`src/rtl/dsp_result_collector.sv`:
```
// Tags each DSP48A1 op, captures P/CARRYOUT LATENCY edges after issue into a FWFT FIFO (head visible the cycle after capture).
// in_ready credit-limits in-flight plus queued results to DEPTH; optional result compare under DSP_RESULT_CHECK_EN.
module dsp_result_collector #(
    parameter int LATENCY = 4,
    parameter int DEPTH   = 4,
    parameter int TAG_W   = 8
) (
    input  logic             clk,
    input  logic             RST,
    input  logic             in_valid,
    output logic             in_ready,
    input  logic [TAG_W-1:0] in_tag,
`ifdef DSP_RESULT_CHECK_EN
    input  logic [47:0]      in_exp,
    output logic             mismatch,
    output logic [15:0]      err_cnt,
`endif
    input  logic [47:0]      dsp_P,
    input  logic             dsp_CARRYOUT,
    output logic             out_valid,
    input  logic             out_ready,
    output logic [TAG_W-1:0] out_tag,
    output logic [47:0]      out_P,
    output logic             out_carry,
    output logic [4:0]       pending
);
    localparam int AW = $clog2(DEPTH);

    logic               accept;
    logic               capture;
    logic               pop;
    logic               fifo_full;
    logic [LATENCY-1:0] dl_vld;
    logic [TAG_W-1:0]   dl_tag [LATENCY];
    logic [AW:0]        wr_ptr;
    logic [AW:0]        rd_ptr;
    logic [TAG_W-1:0]   mem_tag [DEPTH];
    logic [47:0]        mem_p [DEPTH];
    logic [DEPTH-1:0]   mem_c;

    assign in_ready  = (pending < 5'(DEPTH));
    assign accept    = in_valid && in_ready;
    assign capture   = dl_vld[LATENCY-1];
    assign out_valid = (wr_ptr != rd_ptr);
    assign pop       = out_valid && out_ready;
    assign fifo_full = (wr_ptr[AW] != rd_ptr[AW]) && (wr_ptr[AW-1:0] == rd_ptr[AW-1:0]);

    assign out_tag   = mem_tag[rd_ptr[AW-1:0]];
    assign out_P     = mem_p[rd_ptr[AW-1:0]];
    assign out_carry = mem_c[rd_ptr[AW-1:0]];

    // The DSP pipeline cannot stall, so the valid shadow shifts unconditionally.
    always_ff @(posedge clk or posedge RST) begin
        if (RST) begin
            dl_vld <= '0;
        end else begin
            dl_vld[0] <= accept;
            for (int i = 1; i < LATENCY; i++) begin
                dl_vld[i] <= dl_vld[i-1];
            end
        end
    end

    always_ff @(posedge clk) begin
        dl_tag[0] <= in_tag;
        for (int i = 1; i < LATENCY; i++) begin
            dl_tag[i] <= dl_tag[i-1];
        end
    end

    always_ff @(posedge clk or posedge RST) begin
        if (RST) begin
            wr_ptr <= '0;
            rd_ptr <= '0;
            mem_c  <= '0;
            for (int i = 0; i < DEPTH; i++) begin
                mem_tag[i] <= '0;
                mem_p[i]   <= '0;
            end
        end else begin
            if (capture) begin
                mem_tag[wr_ptr[AW-1:0]] <= dl_tag[LATENCY-1];
                mem_p[wr_ptr[AW-1:0]]   <= dsp_P;
                mem_c[wr_ptr[AW-1:0]]   <= dsp_CARRYOUT;
                wr_ptr                  <= wr_ptr + {{AW{1'b0}}, 1'b1};
            end
            if (pop) begin
                rd_ptr <= rd_ptr + {{AW{1'b0}}, 1'b1};
            end
        end
    end

    // Capture only moves an op from in-flight to queued; pending tracks both together.
    always_ff @(posedge clk or posedge RST) begin
        if (RST) begin
            pending <= '0;
        end else begin
            case ({accept, pop})
                2'b10:   pending <= pending + 5'd1;
                2'b01:   pending <= pending - 5'd1;
                default: pending <= pending;
            endcase
        end
    end

`ifdef DSP_RESULT_CHECK_EN
    logic [47:0] dl_exp [LATENCY];

    always_ff @(posedge clk) begin
        dl_exp[0] <= in_exp;
        for (int i = 1; i < LATENCY; i++) begin
            dl_exp[i] <= dl_exp[i-1];
        end
    end

    always_ff @(posedge clk or posedge RST) begin
        if (RST) begin
            mismatch <= 1'b0;
            err_cnt  <= '0;
        end else if (capture && (dsp_P != dl_exp[LATENCY-1])) begin
            mismatch <= 1'b1;
            if (err_cnt != 16'hFFFF) begin
                err_cnt <= err_cnt + 16'd1;
            end
        end
    end
`endif

`ifndef SYNTHESIS
    always @(posedge clk) begin
        if (!RST) begin
            assert (!(capture && fifo_full))
                else $error("dsp_result_collector: capture into full result FIFO");
        end
    end
`endif

endmodule

```
`config.mk`:
```
export PLATFORM = sky130hd
export DESIGN_NAME = dsp_result_collector
export DESIGN_NICKNAME = d
export VERILOG_FILES = /design/src/rtl/dsp_result_collector.sv
export SDC_FILE = /design/constraint.sdc
export NUM_CORES = 1
export LEC_CHECK = 0
export ABC_AREA = 1
export CAP_MARGIN = 20
export CELL_PAD_IN_SITES_DETAIL_PLACEMENT = 0
export CELL_PAD_IN_SITES_GLOBAL_PLACEMENT = 2
export CORE_MARGIN = 3
export CORE_UTILIZATION = 32
export CTS_CLUSTER_DIAMETER = 80
export DETAILED_ROUTE_END_ITERATION = 7
export PLACE_DENSITY_LB_ADDON = 0.1
export SYNTH_ARGS = -nofsm -noshare
export SYNTH_HDL_FRONTEND = slang
export SYNTH_SLANG_ARGS = --single-unit
```
`constraint.sdc`:
```
create_clock -name clk -period 8.18 [get_ports clk]
set_input_delay 1.227 -clock clk [delete_from_list [all_inputs] [get_ports clk]]
set_output_delay 1.227 -clock clk [all_outputs]
set_load 0.1 [all_outputs]
```
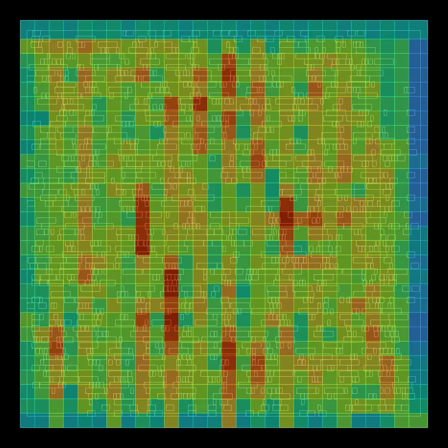
**Above:** routing congestion.
global-route track usage on met3: 2.55%
met1 usage: 21.7%
Tot GR Track Use: 15.6%
Util after Layout: 39.8%
met2 Usage GRT: 25.8%

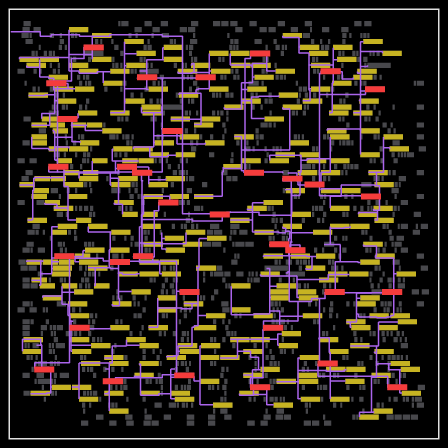
**Above:** clock distribution.
[flip-flops] yellow | count: 275
[cells driving clock nets] red | count: 34
[clock wires] purple | length: 3950 um
flops lie	widely spread
routed clock nets	35

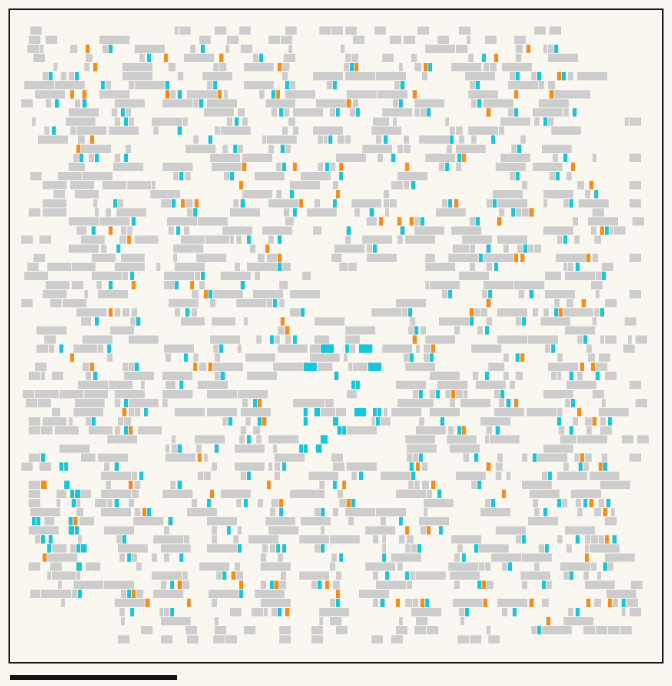
**Above:** selected gate families.
The bar under the picture is 50 um long.
family	color	cells	where
NOR gates	orange	117	widely spread
NAND gates	cyan	269	widely spread

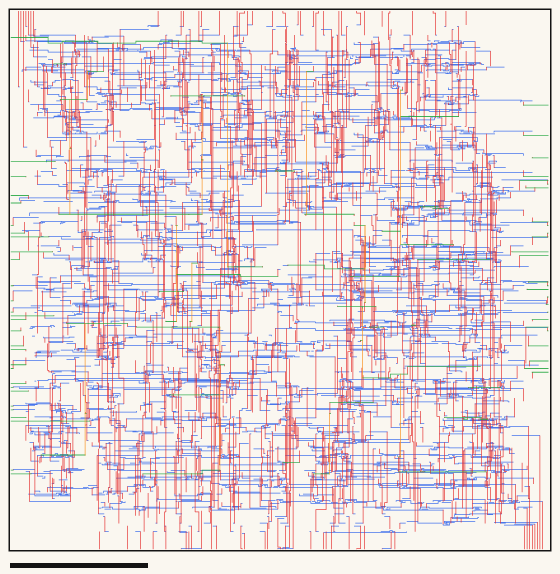
**Above:** signal wires by layer.
The bar under the picture is 50 um long.
layer	color	wire length
met4	orange	543 um
met3	green	993 um
met2	red	13800 um
met1	blue	14400 um

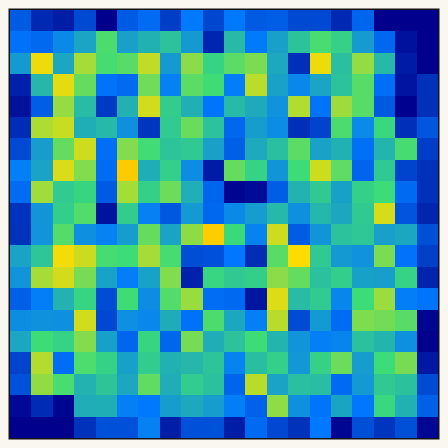
**Above:** cell area per tile.
20 x 20 tiles, from dark blue (low) to red (high), 0 to 100% covered.
nearly empty tiles	4.3%
emptiest ninth of the die	top right
fullest tile	77%

==> out/results.ini <==
[die]
die_x_um = 195
core-area_um2 = 34900
die_outline_area_um2 = 38100
io-pin-count = 125
chipHeight_um = 195

[placement]
placed_area_um2 = 12700
hpwlAfterDp_um = 16400
dp_cells = 1742

[sta]
finalSetupTns_ns = 0
finalClockSkew_ns = 0.0157
post-route-min-period_ns = 5.19

[setup_path]
regToRegStartpoint = rd_ptr[0]
worstPathMaxFanout = 61
crit_end = out_P[0]
critical_path.reg2reg.endpoint = pending[4]

[logic_synthesis]
syn_nets = 1312
and_or_or_and_cells_area_fraction_pct = 18.5
syn_avg_cell_area_um2 = 9.23
ys_sh_mux_pct = 0
netlist_area_um2 = 11500
synth_simple_gate_area_share_pct = 13.1
synth_cell_type_count = 26

[global_routing]
global_route.overflow_total = 0
grt-busiest-layer = met2

[status]
run_status = finished, final reports clean

[job]
cap_violations = 0

[route]
route.final.wire_length_um = 29700
dr_total_vias = 8546
drcViolationCount = 0
wl_met2_um = 13800
route.top_layer_used = met4
vias_per_cell = 4.74

[final_layout]
final_instance_area_um2 = 13900

[worst_hold_path]
hold_path_startpoint = dl_tag[2][3]

[clock_tree]
cts_setup_buffers = 0
clk_transition_reported_paths_ns = 0.06

## state kept, by name (all words and copies together) (netlist names)
signal / count
mem_p: 192
dl_tag: 32
mem_tag: 32
pending: 5
dl_vld: 4
mem_c: 4
rd_ptr: 3
wr_ptr: 3
## Yosys cell counts
library cell | number | share of area [%]
sky130_fd_sc_hd__o22ai_1 | 57 | 3.1
sky130_fd_sc_hd__fa_1 | 1 | 0.17
sky130_fd_sc_hd__nand3_2 | 1 | 0.087
sky130_fd_sc_hd__dfrtp_1 | 243 | 53
sky130_fd_sc_hd__nor2_1 | 116 | 3.8
sky130_fd_sc_hd__a21oi_1 | 1 | 0.044
sky130_fd_sc_hd__xnor2_1 | 3 | 0.23
sky130_fd_sc_hd__clkbuf_2 | 4 | 0.17
sky130_fd_sc_hd__dfxtp_1 | 32 | 5.6
sky130_fd_sc_hd__inv_1 | 70 | 2.3
sky130_fd_sc_hd__ha_1 | 9 | 0.98
sky130_fd_sc_hd__nor3_1 | 1 | 0.044
sky130_fd_sc_hd__nand3_1 | 8 | 0.35
sky130_fd_sc_hd__o21ai_0 | 299 | 13
sky130_fd_sc_hd__clkbuf_1 | 29 | 0.95
sky130_fd_sc_hd__o21ai_1 | 39 | 1.7
sky130_fd_sc_hd__xor2_1 | 4 | 0.31
sky130_fd_sc_hd__nand2_2 | 1 | 0.055
sky130_fd_sc_hd__inv_6 | 1 | 0.076
sky130_fd_sc_hd__o21ai_2 | 7 | 0.54
sky130_fd_sc_hd__or2_2 | 1 | 0.055
sky130_fd_sc_hd__nand2_1 | 255 | 8.4
sky130_fd_sc_hd__inv_2 | 1 | 0.033
sky130_fd_sc_hd__buf_2 | 14 | 0.61
sky130_fd_sc_hd__buf_6 | 40 | 3.9
sky130_fd_sc_hd__nand2_4 | 4 | 0.39
## cells in the final DEF (no fill, tap or decap), drive strengths merged
cell | synthesis | layout
nor2 | 116 | 116
inv | 72 | 74
dfrtp | 243 | 243
xnor2 | 3 | 3
clkbuf | 33 | 51
o22ai | 57 | 57
a21oi | 1 | 1
xor2 | 4 | 4
nand2 | 260 | 260
fa | 1 | 1
or2 | 1 | 1
ha | 9 | 9
nand3 | 9 | 9
dfxtp | 32 | 32
nor3 | 1 | 1
clkdlybuf4s50 | 0 | 124
buf | 54 | 9
clkinv | 0 | 6
o21ai | 345 | 345
bufinv | 0 | 2
## critical path, stage by stage, from the launching register on
cell,delay [ns]
sky130_fd_sc_hd__dfrtp_2,0.38
sky130_fd_sc_hd__buf_4,0.37
sky130_fd_sc_hd__inv_2,0.71
sky130_fd_sc_hd__buf_4,0.40
sky130_fd_sc_hd__o21ai_0,0.13
sky130_fd_sc_hd__o22ai_1,0.23
sky130_fd_sc_hd__clkdlybuf4s50_1,1.19
## layout make-up
| type | count | area (um2) |
|---|---|---|
| Clock inverter | 10 | 111 |
| Fill cell | 3571 | 21000 |
| Sequential cell | 275 | 6730 |
| Inverter | 72 | 283 |
| Clock buffer | 51 | 1060 |
| Multi-Input combinational cell | 807 | 3810 |
| Timing Repair Buffer | 133 | 1310 |
| Tap cell | 455 | 569 |
